==> config.mk <==
export PLATFORM = sky130hd
export DESIGN_NAME = pixclk_ce_gen_flat
export DESIGN_NICKNAME = d
export VERILOG_FILES = /design/src/rtl/pixclk_ce_gen_if.sv /design/src/rtl/pixclk_ce_gen.sv /design/src/flat_wrapper.sv
export SDC_FILE = /design/constraint.sdc
export NUM_CORES = 1
export LEC_CHECK = 0
export ABC_AREA = 1
export CORE_UTILIZATION = 25
export CTS_CLUSTER_DIAMETER = 50
export DETAILED_ROUTE_END_ITERATION = 8
export SKIP_LAST_GASP = 1
export SLEW_MARGIN = 5
export SYNTH_ARGS = -nofsm -noshare
export SYNTH_HDL_FRONTEND = slang
export SYNTH_SLANG_ARGS = --single-unit
export TNS_END_PERCENT = 10
==> constraint.sdc <==
create_clock -name clk -period 2.97 [get_ports clk]
set_clock_uncertainty 0.2 [all_clocks]
set_input_delay 0.4455 -clock clk [delete_from_list [all_inputs] [get_ports clk]]
set_output_delay 0.4455 -clock clk [all_outputs]
set_load 0.02 [all_outputs]
==> src/rtl/pixclk_ce_gen_if.sv <==
// Mode-request and clock-enable bundle between pixclk_ce_gen and its CRTC-side consumer.
// The master is the consumer: it issues mode requests and receives the enables.
interface pixclk_ce_gen_if;
    logic mode_req;
    logic mode_sel;
    logic pix_ce;
    logic char_ce;
    logic cur_mode;
    logic mode_ack;
    logic locked;

    modport master (
        output mode_req,
        output mode_sel,
        input  pix_ce,
        input  char_ce,
        input  cur_mode,
        input  mode_ack,
        input  locked
    );

    modport slave (
        input  mode_req,
        input  mode_sel,
        output pix_ce,
        output char_ce,
        output cur_mode,
        output mode_ack,
        output locked
    );
endinterface

==> src/rtl/pixclk_ce_gen.sv <==
// Fractional pixel/character clock-enable generator driven by a phase accumulator.
// Two runtime-selectable video modes; mode changes take effect only at character boundaries.
//
// state    | meaning
// ---------+-----------------------------------------------------------
// REQ_IDLE | no mode change waiting
// REQ_PEND | request stored in req_sel_q, applies at next char_ce
module pixclk_ce_gen #(
    parameter int unsigned ACC_W      = 24,
    parameter int unsigned INC0       = 24'd12032922,
    parameter int unsigned INC1       = 24'd10601144,
    parameter int unsigned CHAR_W0    = 9,
    parameter int unsigned CHAR_W1    = 8,
    parameter int unsigned LOCK_CNT   = 16,
    parameter bit          RESET_MODE = 1'b0
) (
    input  logic           clk,
    input  logic           rstb,
    pixclk_ce_gen_if.slave bus
);

    typedef enum logic {
        REQ_IDLE = 1'b0,
        REQ_PEND = 1'b1
    } req_state_t;

    localparam logic [ACC_W-1:0] INC0_C  = ACC_W'(INC0);
    localparam logic [ACC_W-1:0] INC1_C  = ACC_W'(INC1);
    localparam logic [3:0]       CW0_M1  = 4'(CHAR_W0 - 1);
    localparam logic [3:0]       CW1_M1  = 4'(CHAR_W1 - 1);
    localparam logic [7:0]       LOCK_C  = 8'(LOCK_CNT);

    req_state_t       state_q,    state_d;
    logic             req_sel_q,  req_sel_d;
    logic [ACC_W-1:0] acc_q,      acc_d;
    logic [3:0]       dot_q,      dot_d;
    logic [7:0]       lock_q,     lock_d;
    logic             cur_mode_q, cur_mode_d;
    logic             pix_ce_q,   pix_ce_d;
    logic             char_ce_q,  char_ce_d;
    logic             mode_ack_q, mode_ack_d;
    logic             locked_q,   locked_d;

    logic [ACC_W-1:0] inc_sel;
    logic [3:0]       cw_m1_sel;
    logic [ACC_W:0]   acc_sum;

    always_comb begin
        state_d    = state_q;
        req_sel_d  = req_sel_q;
        cur_mode_d = cur_mode_q;
        mode_ack_d = 1'b0;
        char_ce_d  = 1'b0;

        inc_sel   = cur_mode_q ? INC1_C : INC0_C;
        cw_m1_sel = cur_mode_q ? CW1_M1 : CW0_M1;

        acc_sum  = {1'b0, acc_q} + {1'b0, inc_sel};
        acc_d    = acc_sum[ACC_W-1:0];
        pix_ce_d = acc_sum[ACC_W];

        dot_d = dot_q;
        if (pix_ce_d) begin
            if (dot_q == cw_m1_sel) begin
                dot_d     = 4'd0;
                char_ce_d = 1'b1;
            end else begin
                dot_d = dot_q + 4'd1;
            end
        end

        // Counts the pulses already presented on pix_ce, so lock trails the last one by an edge.
        lock_d = lock_q;
        if (pix_ce_q && (lock_q < LOCK_C)) begin
            lock_d = lock_q + 8'd1;
        end

        case (state_q)
            REQ_IDLE: begin
                if (bus.mode_req) begin
                    state_d   = REQ_PEND;
                    req_sel_d = bus.mode_sel;
                end
            end
            REQ_PEND: begin
                if (char_ce_d) begin
                    cur_mode_d = req_sel_q;
                    acc_d      = '0;
                    dot_d      = 4'd0;
                    mode_ack_d = 1'b1;
                    if (req_sel_q != cur_mode_q) begin
                        lock_d = 8'd0;
                    end
                    // A request landing on the apply edge queues for the next boundary.
                    if (bus.mode_req) begin
                        state_d   = REQ_PEND;
                        req_sel_d = bus.mode_sel;
                    end else begin
                        state_d = REQ_IDLE;
                    end
                end else if (bus.mode_req) begin
                    req_sel_d = bus.mode_sel;
                end
            end
            default: begin
                state_d = REQ_IDLE;
            end
        endcase

        locked_d = (lock_d == LOCK_C);
    end

    always_ff @(posedge clk or negedge rstb) begin
        if (!rstb) begin
            state_q    <= REQ_IDLE;
            req_sel_q  <= 1'b0;
            acc_q      <= '0;
            dot_q      <= 4'd0;
            lock_q     <= 8'd0;
            cur_mode_q <= RESET_MODE;
            pix_ce_q   <= 1'b0;
            char_ce_q  <= 1'b0;
            mode_ack_q <= 1'b0;
            locked_q   <= 1'b0;
        end else begin
            state_q    <= state_d;
            req_sel_q  <= req_sel_d;
            acc_q      <= acc_d;
            dot_q      <= dot_d;
            lock_q     <= lock_d;
            cur_mode_q <= cur_mode_d;
            pix_ce_q   <= pix_ce_d;
            char_ce_q  <= char_ce_d;
            mode_ack_q <= mode_ack_d;
            locked_q   <= locked_d;
        end
    end

    assign bus.pix_ce   = pix_ce_q;
    assign bus.char_ce  = char_ce_q;
    assign bus.cur_mode = cur_mode_q;
    assign bus.mode_ack = mode_ack_q;
    assign bus.locked   = locked_q;

endmodule
==> src/flat_wrapper.sv <==
// flat-port wrapper written by rule: the top's interface ports become plain ports
module pixclk_ce_gen_flat 
#(
    parameter int unsigned ACC_W      = 24,
    parameter int unsigned INC0       = 24'd12032922,
    parameter int unsigned INC1       = 24'd10601144,
    parameter int unsigned CHAR_W0    = 9,
    parameter int unsigned CHAR_W1    = 8,
    parameter int unsigned LOCK_CNT   = 16,
    parameter bit          RESET_MODE = 1'b0
)
  (clk, rstb, bus_mode_req, bus_mode_sel, bus_pix_ce, bus_char_ce, bus_cur_mode, bus_mode_ack, bus_locked);
  pixclk_ce_gen_if bus_i ();
  input  logic clk;
  input  logic rstb;
  input wire logic [$bits(bus_i.mode_req)-1:0] bus_mode_req;
  input wire logic [$bits(bus_i.mode_sel)-1:0] bus_mode_sel;
  output wire logic [$bits(bus_i.pix_ce)-1:0] bus_pix_ce;
  output wire logic [$bits(bus_i.char_ce)-1:0] bus_char_ce;
  output wire logic [$bits(bus_i.cur_mode)-1:0] bus_cur_mode;
  output wire logic [$bits(bus_i.mode_ack)-1:0] bus_mode_ack;
  output wire logic [$bits(bus_i.locked)-1:0] bus_locked;
  assign bus_i.mode_req = bus_mode_req;
  assign bus_i.mode_sel = bus_mode_sel;
  assign bus_pix_ce = bus_i.pix_ce;
  assign bus_char_ce = bus_i.char_ce;
  assign bus_cur_mode = bus_i.cur_mode;
  assign bus_mode_ack = bus_i.mode_ack;
  assign bus_locked = bus_i.locked;
  pixclk_ce_gen #(.ACC_W(ACC_W), .INC0(INC0), .INC1(INC1), .CHAR_W0(CHAR_W0), .CHAR_W1(CHAR_W1), .LOCK_CNT(LOCK_CNT), .RESET_MODE(RESET_MODE)) u_core (.clk(clk), .rstb(rstb), .bus(bus_i));
endmodule
==> reports/results.env <==
LARGEST_NET_DEGREE_AT_THE_START_OF_GLOBAL_ROUTING=43
YS_WARN_COUNT=0
MAX_CAP_VIOLATIONS=0
MAX-CLOCK-PATH-BUFFERS=2
YOSYS-DOMINANT-COMB-FAMILY='simple AND/OR/NAND/NOR gates'
BUFFERS_INSERTED_DURING_POST_CTS_SETUP_OPTIMIZATION=0
CTS_HOLD_BUF=0
HOLD_VIOL_FINAL=0
BUFFER_AREA_SHARE_PCT=2.74
TOP_AREA_CELL='dfrtp_1'
CRIT_ARRIVAL_NS=2.57
WORST-PATH-MAX-FANOUT=8
FINALNETCOUNT=400
YOSYS.CELL_TYPES.COUNT=31
AREA.SHARE.COMBINATIONAL_PCT=42.8
OUTCOME='finished clean'
FP-UTILIZATION_PCT=25.9
GRT.TOTAL_USAGE_PCT=11.4
TIMING.SETUP.CRITICAL_PATH_CLASS='flip-flop to flip-flop'
FLOPS=42
ENDPOINT='u_core.acc_q[17]'
CRIT_CHAIN='inv_1, ha_1, ha_1, inv_1, nand2_1, nand2_1, nand2_1, inv_1, o21ai_0, nand3_1, nand2_1, o21ai_0, a21oi_1'
ASYNCSETRESETFLOPFRACSYNTH_PCT=100
FINAL-COMB-AREA_UM2=1290
WORST_SKEW_PAIR.LATE_LATENCY_NS=0.29
CLOCK_SINK_COUNT=42
GR-TOTAL-OVERFLOW=0
BEGINNING_OF_THE_CRITICAL_PATH='u_core.bus.cur_mode'
MUXSHAREOFSYNTHAREA_PCT=0.421
SIMPLE_GATE_AREA_SHARE_PCT=29.0
YOSYS_REGISTER_BITS=42
LAYOUT.NON_CLOCK_BUFFERS=9
CTS_TREE='done'
TIMING.REG2REG.WORST_PATH_DEPTH=13
AVGROUTEDWIREPERCELL_UM=11.0
GRTUSAGEMET3_PCT=2.54
SYNTH.NET_COUNT=386
RSZ_0062_RAISED_AFTER_GLOBAL_ROUTING='no'
DIODES=0
COMB.MULTI_INPUT.COUNT=244
N_FILL_CELL=1116
LAYOUT.CELLS.MOST_COMMON_LIST='91 x nand2_1, 73 x inv_1, 42 x dfrtp_1'
REG.LARGEST.LIST='u_core.acc_q: 23 flops, u_core.lock_q: 8 flops, u_core.dot_q: 4 flops'
WORST_SETUP_PATH_END_KIND='flip-flop'
DRC_ERRORS=0
WORST_SETUP_HOLD_PATH_CLK_SLEW_NS=0.08
## stage by stage
stage	util, %	hold slack [ns]	setup WS (ns)	instance area, um2
finish	29.2	0.0921	0.418	3020
global route	29.2	0.178	0.116	3020
CTS	29.2	0.142	0.294	3010
detailed placement	28.1	0.280	0.300	2900
global placement	28.1	0.274	0.350	2900
floorplan	-	-0.0501	0.455	2670
## layer usage
layer	part of all wire, %	vias up
li1	-	1174
met1	48	1060
met2	47	40
met3	3.7	7
met4	1.3	0
met5	0	-
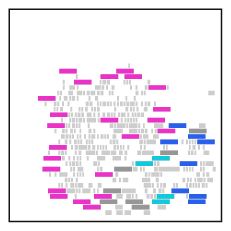
(sequential cells coloured by netlist name)
(2 px per um) Other sequential cells in the stronger grey, the rest of the logic in the fainter grey.
- magenta: `u_core.acc_q` (sequential cells 23)
- cyan: `u_core.dot_q` (sequential cells 4)
- blue: `u_core.lock_q` (sequential cells 8)
sequential cell area: 1050 um2
flop share of the area: 34.9%
Post-Route Utilization: 29.2%

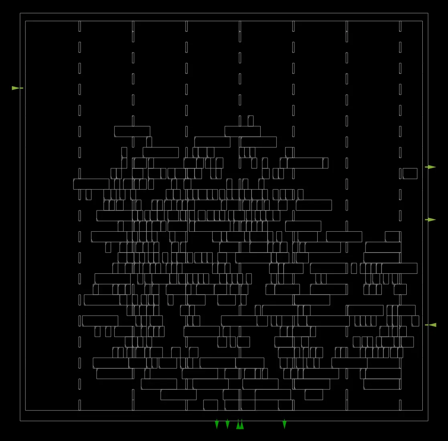
(placed standard cells)
core footprint: 10300 um2
Cell Rows: 37

